## config.mk

```make
export PLATFORM = sky130hd
export DESIGN_NAME = mac_operand_feeder
export DESIGN_NICKNAME = d
export VERILOG_FILES = /design/src/rtl/mac_operand_feeder.sv
export SDC_FILE = /design/constraint.sdc
export NUM_CORES = 1
export LEC_CHECK = 0
export ABC_AREA = 1
export CORE_UTILIZATION = 55
export CTS_BUF_LIST = sky130_fd_sc_hd__clkbuf_8
export DETAILED_ROUTE_END_ITERATION = 12
export PLACE_DENSITY = 0.9
export SLEW_MARGIN = 0
export SYNTH_ARGS = -nofsm -noshare
export SYNTH_HDL_FRONTEND = slang
export SYNTH_SLANG_ARGS = --single-unit
```

## constraint.sdc

```tcl
create_clock -name clk -period 2.4 [get_ports clk]
set_input_delay 0.36 -clock clk [delete_from_list [all_inputs] [get_ports clk]]
set_output_delay 0.36 -clock clk [all_outputs]
set_load 0.02 [all_outputs]
```

## src/rtl/mac_operand_feeder.sv

```systemverilog
// Operand feeder for the 4x4 MAC: buffers (A,B) pairs, issues them one at a time,
// waits for done, and hands the captured result downstream on valid/ready.
//   state  | meaning
//   IDLE   | waiting for a buffered pair; pops head into mac_a/mac_b
//   ISSUE  | mac_go pulse, watchdog loaded
//   WAIT   | waiting for a rising mac_done; watchdog counts down
//   OUTPUT | result held until res_ready
module mac_operand_feeder #(
    parameter int DEPTH   = 8,
    parameter int AW      = 3,
    parameter int DW      = 4,
    parameter int RW      = 12,
    parameter int TIMEOUT = 255
) (
    input  logic          clk,
    input  logic          rst,
    input  logic          in_valid,
    output logic          in_ready,
    input  logic [DW-1:0] in_a,
    input  logic [DW-1:0] in_b,
    output logic [DW-1:0] mac_a,
    output logic [DW-1:0] mac_b,
    output logic          mac_go,
    input  logic [RW-1:0] mac_out,
    input  logic          mac_done,
    output logic          res_valid,
    input  logic          res_ready,
    output logic [RW-1:0] res_data,
    output logic [AW:0]   level,
    output logic          busy,
    output logic          err
);
    localparam int WDW = $clog2(TIMEOUT + 1);
    localparam logic [AW:0] FULL_LEVEL = (AW + 1)'(DEPTH);
    localparam logic [WDW-1:0] WD_LOAD = WDW'(TIMEOUT - 1);

    typedef enum logic [1:0] {
        S_IDLE,
        S_ISSUE,
        S_WAIT,
        S_OUTPUT
    } state_t;

    state_t state, state_nxt;

    logic [2*DW-1:0] mem [DEPTH];
    logic [AW-1:0]   wr_ptr;
    logic [AW-1:0]   rd_ptr;
    logic [WDW-1:0]  wd_cnt;
    logic            done_q;
    logic            full;
    logic            empty;
    logic            push;
    logic            pop;
    logic            capture;
    logic            timeout;
    logic            wd_load;

    assign full     = (level == FULL_LEVEL);
    assign empty    = (level == '0);
    assign in_ready = !full;
    assign push     = in_valid && in_ready;

    always_comb begin
        state_nxt = state;
        pop       = 1'b0;
        capture   = 1'b0;
        timeout   = 1'b0;
        wd_load   = 1'b0;
        mac_go    = 1'b0;
        busy      = (state != S_IDLE);
        case (state)
            S_IDLE: begin
                if (!empty) begin
                    pop       = 1'b1;
                    state_nxt = S_ISSUE;
                end
            end
            S_ISSUE: begin
                mac_go    = 1'b1;
                wd_load   = 1'b1;
                state_nxt = S_WAIT;
            end
            S_WAIT: begin
                // edge detect so a done level left from the previous op is not taken as completion
                if (mac_done && !done_q) begin
                    capture   = 1'b1;
                    state_nxt = S_OUTPUT;
                end else if (wd_cnt == '0) begin
                    timeout   = 1'b1;
                    state_nxt = S_IDLE;
                end
            end
            S_OUTPUT: begin
                if (res_ready) state_nxt = S_IDLE;
            end
            default: state_nxt = S_IDLE;
        endcase
    end

    // storage has no reset; emptiness is carried by the pointers and level
    always_ff @(posedge clk) begin
        if (push) mem[wr_ptr] <= {in_a, in_b};
    end

    always_ff @(posedge clk) begin
        if (rst) begin
            state     <= S_IDLE;
            wr_ptr    <= '0;
            rd_ptr    <= '0;
            level     <= '0;
            mac_a     <= '0;
            mac_b     <= '0;
            res_valid <= 1'b0;
            res_data  <= '0;
            err       <= 1'b0;
            done_q    <= 1'b0;
            wd_cnt    <= '0;
        end else begin
            state  <= state_nxt;
            done_q <= mac_done;
            if (push) wr_ptr <= wr_ptr + 1'b1;
            if (pop) begin
                rd_ptr         <= rd_ptr + 1'b1;
                {mac_a, mac_b} <= mem[rd_ptr];
            end
            if (push && !pop)      level <= level + 1'b1;
            else if (pop && !push) level <= level - 1'b1;
            // watchdog: down-counter, terminal count at zero ends the WAIT
            if (wd_load)                             wd_cnt <= WD_LOAD;
            else if (state == S_WAIT && wd_cnt != '0) wd_cnt <= wd_cnt - 1'b1;
            if (capture) begin
                res_data  <= mac_out;
                res_valid <= 1'b1;
            end else if (state == S_OUTPUT && res_ready) begin
                res_valid <= 1'b0;
            end
            if (timeout) err <= 1'b1;
        end
    end

endmodule

```

Cells coloured by class:
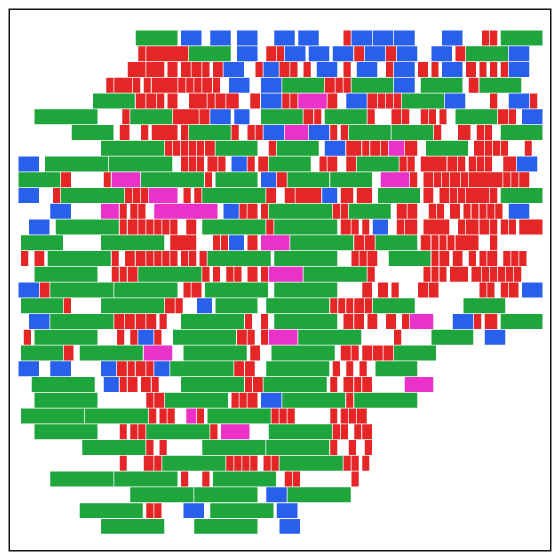
[clock drivers and dummy loads] magenta | cells: 16 | share of their area: 4.0%
[flip-flops] green | cells: 107 | share of their area: 53%
[all other logic] red | cells: 367 | share of their area: 32%
[other buffers and delay cells] blue | cells: 66 | share of their area: 12%
num rows: 32
final core utilization: 68.8%
flop share of the area: 51.3%

Clock network drawn from the DEF:
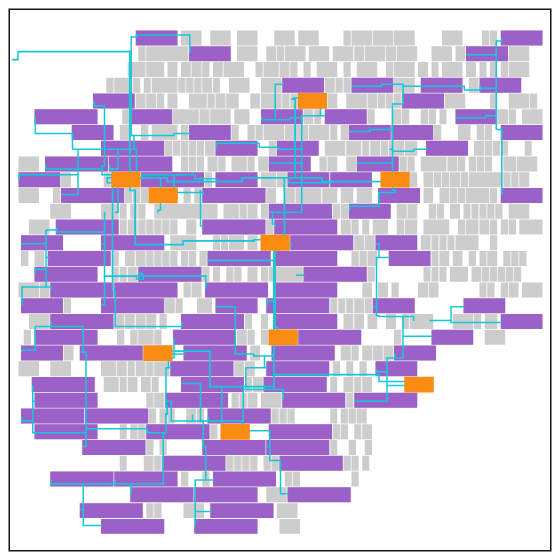
[flip-flops] purple | count: 107
[cells driving clock nets] orange | count: 9
[clock wires] cyan | length: 1,110 um
routed clock nets: 10
flops lie: spread over the die
Final Skew: 0.0277 ns
clock power share: 18.9%

==> results.cfg <==
; generated from flow reports
[yosys]
syn_avg_cell_area_um2 = 9.28
synth-compound-area-share_pct = 7.14
synth-edff-count = 64
synth-cells-yosys = 493
synthAdderAreaFrac_pct = 2.35
synthSimpleGateAreaFrac_pct = 23.1
ff_type = edfxtp_1
ys_warn_count = 0

[finish]
comb_area_um2 = 1540
dominant-cell-class = registers
nonClockInverterCount = 36
flop_area_um2 = 2780
seq_cell_count = 107
logic_gate_count = 331
reg_top3 = mem: 64 flops, res_data: 12 flops, wd_cnt: 8 flops
num-clock-buffers = 9

[global_route]
grt_util_met3_pct = 5.28
grt-busiest-layer = met2
grt_pass1_wl_um = 16100

[placement]
hpwlAfterDp_um = 6750

[floorplanning]
core_area_um2 = 7890
fp_util_pct = 58.0
io_pins = 54
die_h_um = 93.2
tap_cells = 102

[hold_path]
whs_endpoint = mac_b[0]$_SDFFE_PP0P_
worstHoldPathCells = 2
min_path_type = reg2reg

[pwr]
power_frac_seq_pct = 39.2
pg_clk_mw = 1.17
p_seq_mw = 2.43
power_leakage_nw = 2.15
p_int_mw = 3.68

[setup_path]
start_kind = flip-flop
cp_top_family = buffers and inverters
r2r-end = level[3]$_SDFFE_PP0P_
r2r-start = level[0]$_SDFFE_PP0P_
ff2ff_setup_slack_ns = 0.32
path_max_fanout = 4
slowest_stage = clkdlybuf4s50_1
crit_buf_inv = 2
crit_arrival_ns = 1.73
cp_data_required_time_ns = 2.04
worstSetupPathType = reg2out

[clocking]
root_buffer = clkbuf_8
clk_pin_slew_ns = 0.12
numCtsBuffers = 9

[drt]
wl_met1_um = 4000
first_pass_iters = 5
via_per_inst = 5.49
dr_wl_met2_um = 5040
routed_wl_um = 9970

[flow_run]
warnings = 27

[final_timing]
hold_viol = 0
setup_violations = 0

[outcome]
outcome = completed
==> stage by stage <==
| stage | area (um2) | std cells | worst slack (ns) | hold WS, ns |
|---|---|---|---|---|
| 5_1_grt | 5420 | 658 | 0.0456 | 0.496 |
| 3_3_place_gp | 5210 | 642 | 0.160 | 0.453 |
| 6_report | 5420 | 658 | 0.313 | 0.480 |
| 4_1_cts | 5420 | 658 | 0.282 | 0.484 |
| 3_5_place_dp | 5210 | 642 | 0.109 | 0.465 |
| 2_1_floorplan | 4580 | 493 | 0.179 | 0.459 |
==> repair_timing <==
| action | 4_1_cts | 5_1_grt |
|---|---|---|
| endpoints found under the setup margin | 0 | 1 |
| hold buffers | 0 | 0 |
| resized | 0 | 1 |
| buffers inserted | 0 | 0 |
No activity file was given, so power comes from the tool's default toggle rates.
